### src/rtl/alu_seq_if.sv
// Request/result handshake bundle between the issue stage, alu_seq_core and writeback.
// master drives requests and accepts results; slave is the core side.
interface alu_seq_if #(
    parameter int WIDTH = 32
);
    logic             in_valid;
    logic             in_ready;
    logic [5:0]       op_code;
    logic [WIDTH-1:0] a;
    logic [WIDTH-1:0] b;
    logic             out_valid;
    logic             out_ready;
    logic [WIDTH-1:0] res;
    logic             flag;
    logic             z;
    logic             n;
    logic             err;

    modport master (
        output in_valid, op_code, a, b, out_ready,
        input  in_ready, out_valid, res, flag, z, n, err
    );

    modport slave (
        input  in_valid, op_code, a, b, out_ready,
        output in_ready, out_valid, res, flag, z, n, err
    );
endinterface

### src/rtl/alu_seq_core.sv
// Handshaked ALU: single-cycle add/sub/compare, bit-serial shifts and, when
// ALU_SEQ_MUL_EN is defined, an iterative shift-add multiplier.
//
// state | meaning
// IDLE  | in_ready high, waiting for a request
// BUSY  | one shift step or one partial product per clock
// DONE  | result registered, out_valid high until out_ready
module alu_seq_core #(
    parameter int WIDTH = 32,
    parameter int SHW   = $clog2(WIDTH)
) (
    input logic       clk,
    input logic       rst,
    alu_seq_if.slave  bus
);
    localparam int CW = SHW + 1;

    localparam logic [5:0] OP_ADD = 6'b010000;
    localparam logic [5:0] OP_SUB = 6'b010001;
    localparam logic [5:0] OP_EQ  = 6'b100000;
    localparam logic [5:0] OP_NEQ = 6'b100001;
    localparam logic [5:0] OP_LE  = 6'b100010;
    localparam logic [5:0] OP_GT  = 6'b100011;
    localparam logic [5:0] OP_SLL = 6'b110000;
    localparam logic [5:0] OP_SRL = 6'b110001;
    localparam logic [5:0] OP_SRA = 6'b110010;
`ifdef ALU_SEQ_MUL_EN
    localparam logic [5:0]    OP_MUL  = 6'b010010;
    localparam logic [CW-1:0] CNT_MUL = CW'(WIDTH);
`endif

    typedef enum logic [1:0] {
        S_IDLE,
        S_BUSY,
        S_DONE
    } state_t;

    state_t           state_q, state_d;
    logic [5:0]       op_q, op_d;
    logic [WIDTH-1:0] a_q, a_d;
    logic [CW-1:0]    cnt_q, cnt_d;
    logic [WIDTH-1:0] res_q, res_d;
    logic             flag_q, flag_d;
    logic             z_q, z_d;
    logic             n_q, n_d;
    logic             err_q, err_d;

    logic [SHW-1:0]   amt;
    logic [WIDTH:0]   add_w;
    logic [WIDTH:0]   sub_w;
    logic [WIDTH-1:0] sh_nxt;
    logic             sh_out;

`ifdef ALU_SEQ_MUL_EN
    logic [2*WIDTH-1:0] prod_q, prod_d;
    logic [WIDTH:0]     mul_sum;
    logic [2*WIDTH-1:0] mul_nxt;

    // Add the multiplicand into the upper half when the current multiplier bit is set, then shift right.
    assign mul_sum = {1'b0, prod_q[2*WIDTH-1:WIDTH]} + (prod_q[0] ? {1'b0, a_q} : '0);
    assign mul_nxt = {mul_sum, prod_q[WIDTH-1:1]};
`endif

    assign amt   = bus.b[SHW-1:0];
    assign add_w = {1'b0, bus.a} + {1'b0, bus.b};
    assign sub_w = {1'b0, bus.a} - {1'b0, bus.b};

    always_comb begin
        sh_nxt = {a_q[WIDTH-1], a_q[WIDTH-1:1]};
        sh_out = a_q[0];
        case (op_q)
            OP_SLL: begin
                sh_nxt = {a_q[WIDTH-2:0], 1'b0};
                sh_out = a_q[WIDTH-1];
            end
            OP_SRL: sh_nxt = {1'b0, a_q[WIDTH-1:1]};
            default: ;
        endcase
    end

    always_comb begin
        state_d = state_q;
        op_d    = op_q;
        a_d     = a_q;
        cnt_d   = cnt_q;
        res_d   = res_q;
        flag_d  = flag_q;
        z_d     = z_q;
        n_d     = n_q;
        err_d   = err_q;
`ifdef ALU_SEQ_MUL_EN
        prod_d  = prod_q;
`endif
        case (state_q)
            S_IDLE: begin
                if (bus.in_valid) begin
                    op_d    = bus.op_code;
                    a_d     = bus.a;
                    res_d   = '0;
                    flag_d  = 1'b0;
                    err_d   = 1'b0;
                    state_d = S_DONE;
                    case (bus.op_code)
                        OP_ADD: begin
                            res_d  = add_w[WIDTH-1:0];
                            flag_d = add_w[WIDTH];
                        end
                        OP_SUB: begin
                            res_d  = sub_w[WIDTH-1:0];
                            flag_d = sub_w[WIDTH];
                        end
                        OP_EQ: begin
                            flag_d = (bus.a == bus.b);
                            res_d  = {{(WIDTH-1){1'b0}}, flag_d};
                        end
                        OP_NEQ: begin
                            flag_d = (bus.a != bus.b);
                            res_d  = {{(WIDTH-1){1'b0}}, flag_d};
                        end
                        OP_LE: begin
                            flag_d = ($signed(bus.a) <= $signed(bus.b));
                            res_d  = {{(WIDTH-1){1'b0}}, flag_d};
                        end
                        OP_GT: begin
                            flag_d = ($signed(bus.a) > $signed(bus.b));
                            res_d  = {{(WIDTH-1){1'b0}}, flag_d};
                        end
                        OP_SLL, OP_SRL, OP_SRA: begin
                            if (amt != '0) begin
                                cnt_d   = {1'b0, amt};
                                state_d = S_BUSY;
                            end else begin
                                res_d = bus.a;
                            end
                        end
`ifdef ALU_SEQ_MUL_EN
                        OP_MUL: begin
                            prod_d  = {{WIDTH{1'b0}}, bus.b};
                            cnt_d   = CNT_MUL;
                            state_d = S_BUSY;
                        end
`endif
                        default: err_d = 1'b1;
                    endcase
                    z_d = (res_d == '0);
                    n_d = res_d[WIDTH-1];
                end
            end
            S_BUSY: begin
                cnt_d  = cnt_q - 1'b1;
`ifdef ALU_SEQ_MUL_EN
                if (op_q == OP_MUL) begin
                    prod_d = mul_nxt;
                    res_d  = mul_nxt[WIDTH-1:0];
                    flag_d = |mul_nxt[2*WIDTH-1:WIDTH];
                end else begin
                    a_d    = sh_nxt;
                    res_d  = sh_nxt;
                    flag_d = sh_out;
                end
`else
                a_d    = sh_nxt;
                res_d  = sh_nxt;
                flag_d = sh_out;
`endif
                z_d = (res_d == '0);
                n_d = res_d[WIDTH-1];
                if (cnt_q == CW'(1)) begin
                    state_d = S_DONE;
                end
            end
            S_DONE: begin
                if (bus.out_ready) begin
                    state_d = S_IDLE;
                end
            end
            default: state_d = S_IDLE;
        endcase
    end

    always_ff @(posedge clk) begin
        if (rst) begin
            state_q <= S_IDLE;
            op_q    <= '0;
            a_q     <= '0;
            cnt_q   <= '0;
            res_q   <= '0;
            flag_q  <= 1'b0;
            z_q     <= 1'b0;
            n_q     <= 1'b0;
            err_q   <= 1'b0;
`ifdef ALU_SEQ_MUL_EN
            prod_q  <= '0;
`endif
        end else begin
            state_q <= state_d;
            op_q    <= op_d;
            a_q     <= a_d;
            cnt_q   <= cnt_d;
            res_q   <= res_d;
            flag_q  <= flag_d;
            z_q     <= z_d;
            n_q     <= n_d;
            err_q   <= err_d;
`ifdef ALU_SEQ_MUL_EN
            prod_q  <= prod_d;
`endif
        end
    end

    assign bus.in_ready  = (state_q == S_IDLE);
    assign bus.out_valid = (state_q == S_DONE);
    assign bus.res       = res_q;
    assign bus.flag      = flag_q;
    assign bus.z         = z_q;
    assign bus.n         = n_q;
    assign bus.err       = err_q;
endmodule

### src/flat_wrapper.sv
// flat-port wrapper written by rule: the top's interface ports become plain ports
module alu_seq_core_flat 
#(
    parameter int WIDTH = 32,
    parameter int SHW   = $clog2(WIDTH)
)
  (clk, rst, bus_in_valid, bus_op_code, bus_a, bus_b, bus_out_ready, bus_in_ready, bus_out_valid, bus_res, bus_flag, bus_z, bus_n, bus_err);
  alu_seq_if #(.WIDTH(WIDTH)) bus_i ();
  input logic clk;
  input logic rst;
  input wire logic [$bits(bus_i.in_valid)-1:0] bus_in_valid;
  input wire logic [$bits(bus_i.op_code)-1:0] bus_op_code;
  input wire logic [$bits(bus_i.a)-1:0] bus_a;
  input wire logic [$bits(bus_i.b)-1:0] bus_b;
  input wire logic [$bits(bus_i.out_ready)-1:0] bus_out_ready;
  output wire logic [$bits(bus_i.in_ready)-1:0] bus_in_ready;
  output wire logic [$bits(bus_i.out_valid)-1:0] bus_out_valid;
  output wire logic [$bits(bus_i.res)-1:0] bus_res;
  output wire logic [$bits(bus_i.flag)-1:0] bus_flag;
  output wire logic [$bits(bus_i.z)-1:0] bus_z;
  output wire logic [$bits(bus_i.n)-1:0] bus_n;
  output wire logic [$bits(bus_i.err)-1:0] bus_err;
  assign bus_i.in_valid = bus_in_valid;
  assign bus_i.op_code = bus_op_code;
  assign bus_i.a = bus_a;
  assign bus_i.b = bus_b;
  assign bus_i.out_ready = bus_out_ready;
  assign bus_in_ready = bus_i.in_ready;
  assign bus_out_valid = bus_i.out_valid;
  assign bus_res = bus_i.res;
  assign bus_flag = bus_i.flag;
  assign bus_z = bus_i.z;
  assign bus_n = bus_i.n;
  assign bus_err = bus_i.err;
  alu_seq_core #(.WIDTH(WIDTH), .SHW(SHW)) u_core (.clk(clk), .rst(rst), .bus(bus_i));
endmodule
### config.mk
export PLATFORM = sky130hd
export DESIGN_NAME = alu_seq_core_flat
export DESIGN_NICKNAME = d
export VERILOG_FILES = /design/src/rtl/alu_seq_if.sv /design/src/rtl/alu_seq_core.sv /design/src/flat_wrapper.sv
export SDC_FILE = /design/constraint.sdc
export NUM_CORES = 1
export LEC_CHECK = 0
export CORE_MARGIN = 2
export CORE_UTILIZATION = 51
export CTS_CLUSTER_DIAMETER = 200
export CTS_CLUSTER_SIZE = 16
export DETAILED_ROUTE_END_ITERATION = 7
export GPL_TIMING_DRIVEN = 0
export PLACE_DENSITY = 0.78
export SLEW_MARGIN = 25
export SYNTH_ARGS = -nofsm -noshare
export SYNTH_HDL_FRONTEND = slang
export SYNTH_SLANG_ARGS = --single-unit
### constraint.sdc
create_clock -name clk -period 3.4 [get_ports clk]
set_input_delay 0.68 -clock clk [delete_from_list [all_inputs] [get_ports clk]]
set_output_delay 0.68 -clock clk [all_outputs]
set_load 0.02 [all_outputs]
==> flow_summary.json <==
{
  "adder_share_pct": 10.4,
  "largest_class": "logic gates",
  "synth-edff-count": 0,
  "min_to": "u_core.op_q[1]",
  "drtAntennaViolNets": 0,
  "ys.warnings.count": 0,
  "power_clock_mw": 1.13,
  "grtUsageMet3_pct": 7.07,
  "p_comb_mw": 1.63,
  "post-cts-setup-buffers": 63,
  "power_leader": "combinational logic",
  "cp_max_fo": 5,
  "netlist.top_cell.by_area": "dfxtp_1",
  "cp_num_buf_inv": 3,
  "placed_cell_area_sq_um": 9760,
  "common_cells": "nand2_1 (215), a21oi_1 (99), nor2_1 (89), dfxtp_1 (81), inv_1 (67)",
  "cts_tree": "done",
  "drtIter0Drc": 1318,
  "n_all_inverters": 70,
  "flops": 81,
  "routed.top_layer": "met4",
  "path_depth": 16,
  "synth_flops": 81,
  "combGateArea_sq_um": 7350,
  "pwr_density_cell_nw_per_um2": 317,
  "drc": 0,
  "hold_class": "reg2reg",
  "clockBufferDepth": 2,
  "numPortBuffers": 110,
  "warning_count": 62,
  "worst_slack_ps": -271,
  "dpl.cell_count": 1544,
  "die_x_microns": 132,
  "routed-via-count": 11000,
  "syn-cell-area_sq_um": 8350,
  "status": "complete, but fails checks",
  "buf_share_pct": 17.5,
  "yosys.area_share.simple_pct": 28.0,
  "top_usage_layer": "met2",
  "num-clock-buffers": 11,
  "violations": "setup timing",
  "buffers_excl_clock": 262,
  "grt_pass1_vias": 10400,
  "powerSeq_mw": 1.03,
  "final.setup.tns_ps": -660,
  "tap_cells": 216,
  "end_kind": "register",
  "hold_depth": 2,
  "peakVddDrop_v": 0.000278,
  "area_delta_synth_final_pct": 43.0,
  "met1_length_microns": 14300,
  "drt_wl_total_microns": 37600,
  "path_cells": "buf_12 > clkinv_4 > ha_4 > inv_2 > fa_2 > a21o_1 > a22o_1 > a211o_1 > a21bo_4 > a31oi_4 > or4_1 > a21oi_2 > a221o_1 > nor4b_4 > nand4_1 > o31ai_2",
  "dominantRegCellSynth": "dfxtp_1",
  "power_frac_clock_pct": 29.7,
  "final_cell_mix": "nand2_1 (211), nor2_1 (82), buf_4 (82)",
  "core_sq_um": 15900,
  "hpwl_microns": 27300,
  "critPathCapture": "u_core.bus.z",
  "hold_violations": 0,
  "setup_violations": 4,
  "die_area_sq_um": 17400,
  "crit_start": "bus_a[0]",
  "numClockSinks": 81,
  "dieHeight_microns": 132,
  "reg2reg_slack_ps": 490,
  "grt_use_met1_pct": 52.8,
  "cp_data_arrival_time_ps": 3930,
  "rsz0062_at_grt": "true",
  "cts.htree.levels": 3,
  "wl_met2_microns": 16800,
  "rows": 46
}
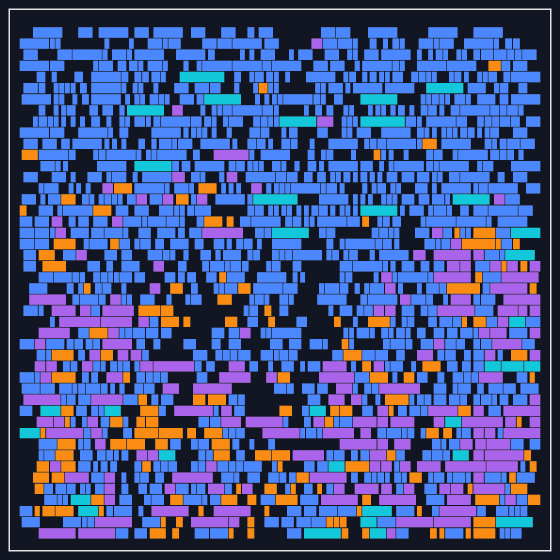
Figure 1: drive-strength map.
- x1 and smaller: blue (cells 1069; share 75%; most used nand2_1)
- x2: orange (cells 144; share 10%; most used inv_2)
- x3 and x4: purple (cells 171; share 12%; most used buf_4)
- x6 and larger: cyan (cells 33; share 2.3%)

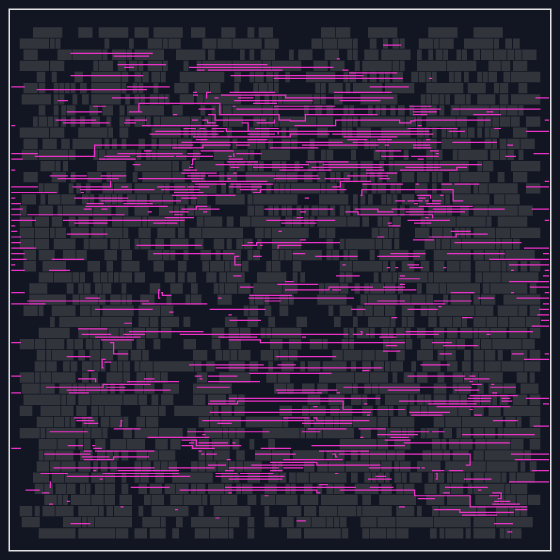
Figure 2: the metal 3 layer.
- wire length on this layer: 4340 microns
- nets with wire on the layer: 335
- main direction: horizontal
- share of all routed wire: 12%

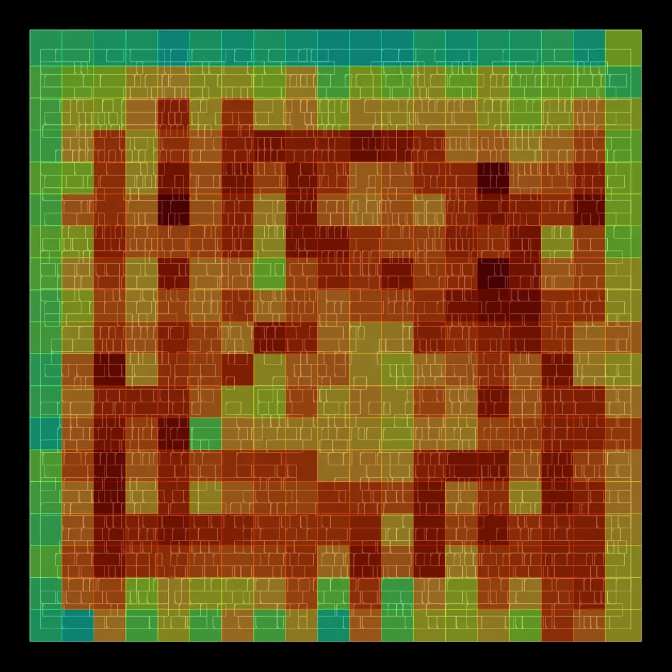
Figure 3: congestion heat map.
fin util: 74.9%
Routed WL per cell: 23.0 microns

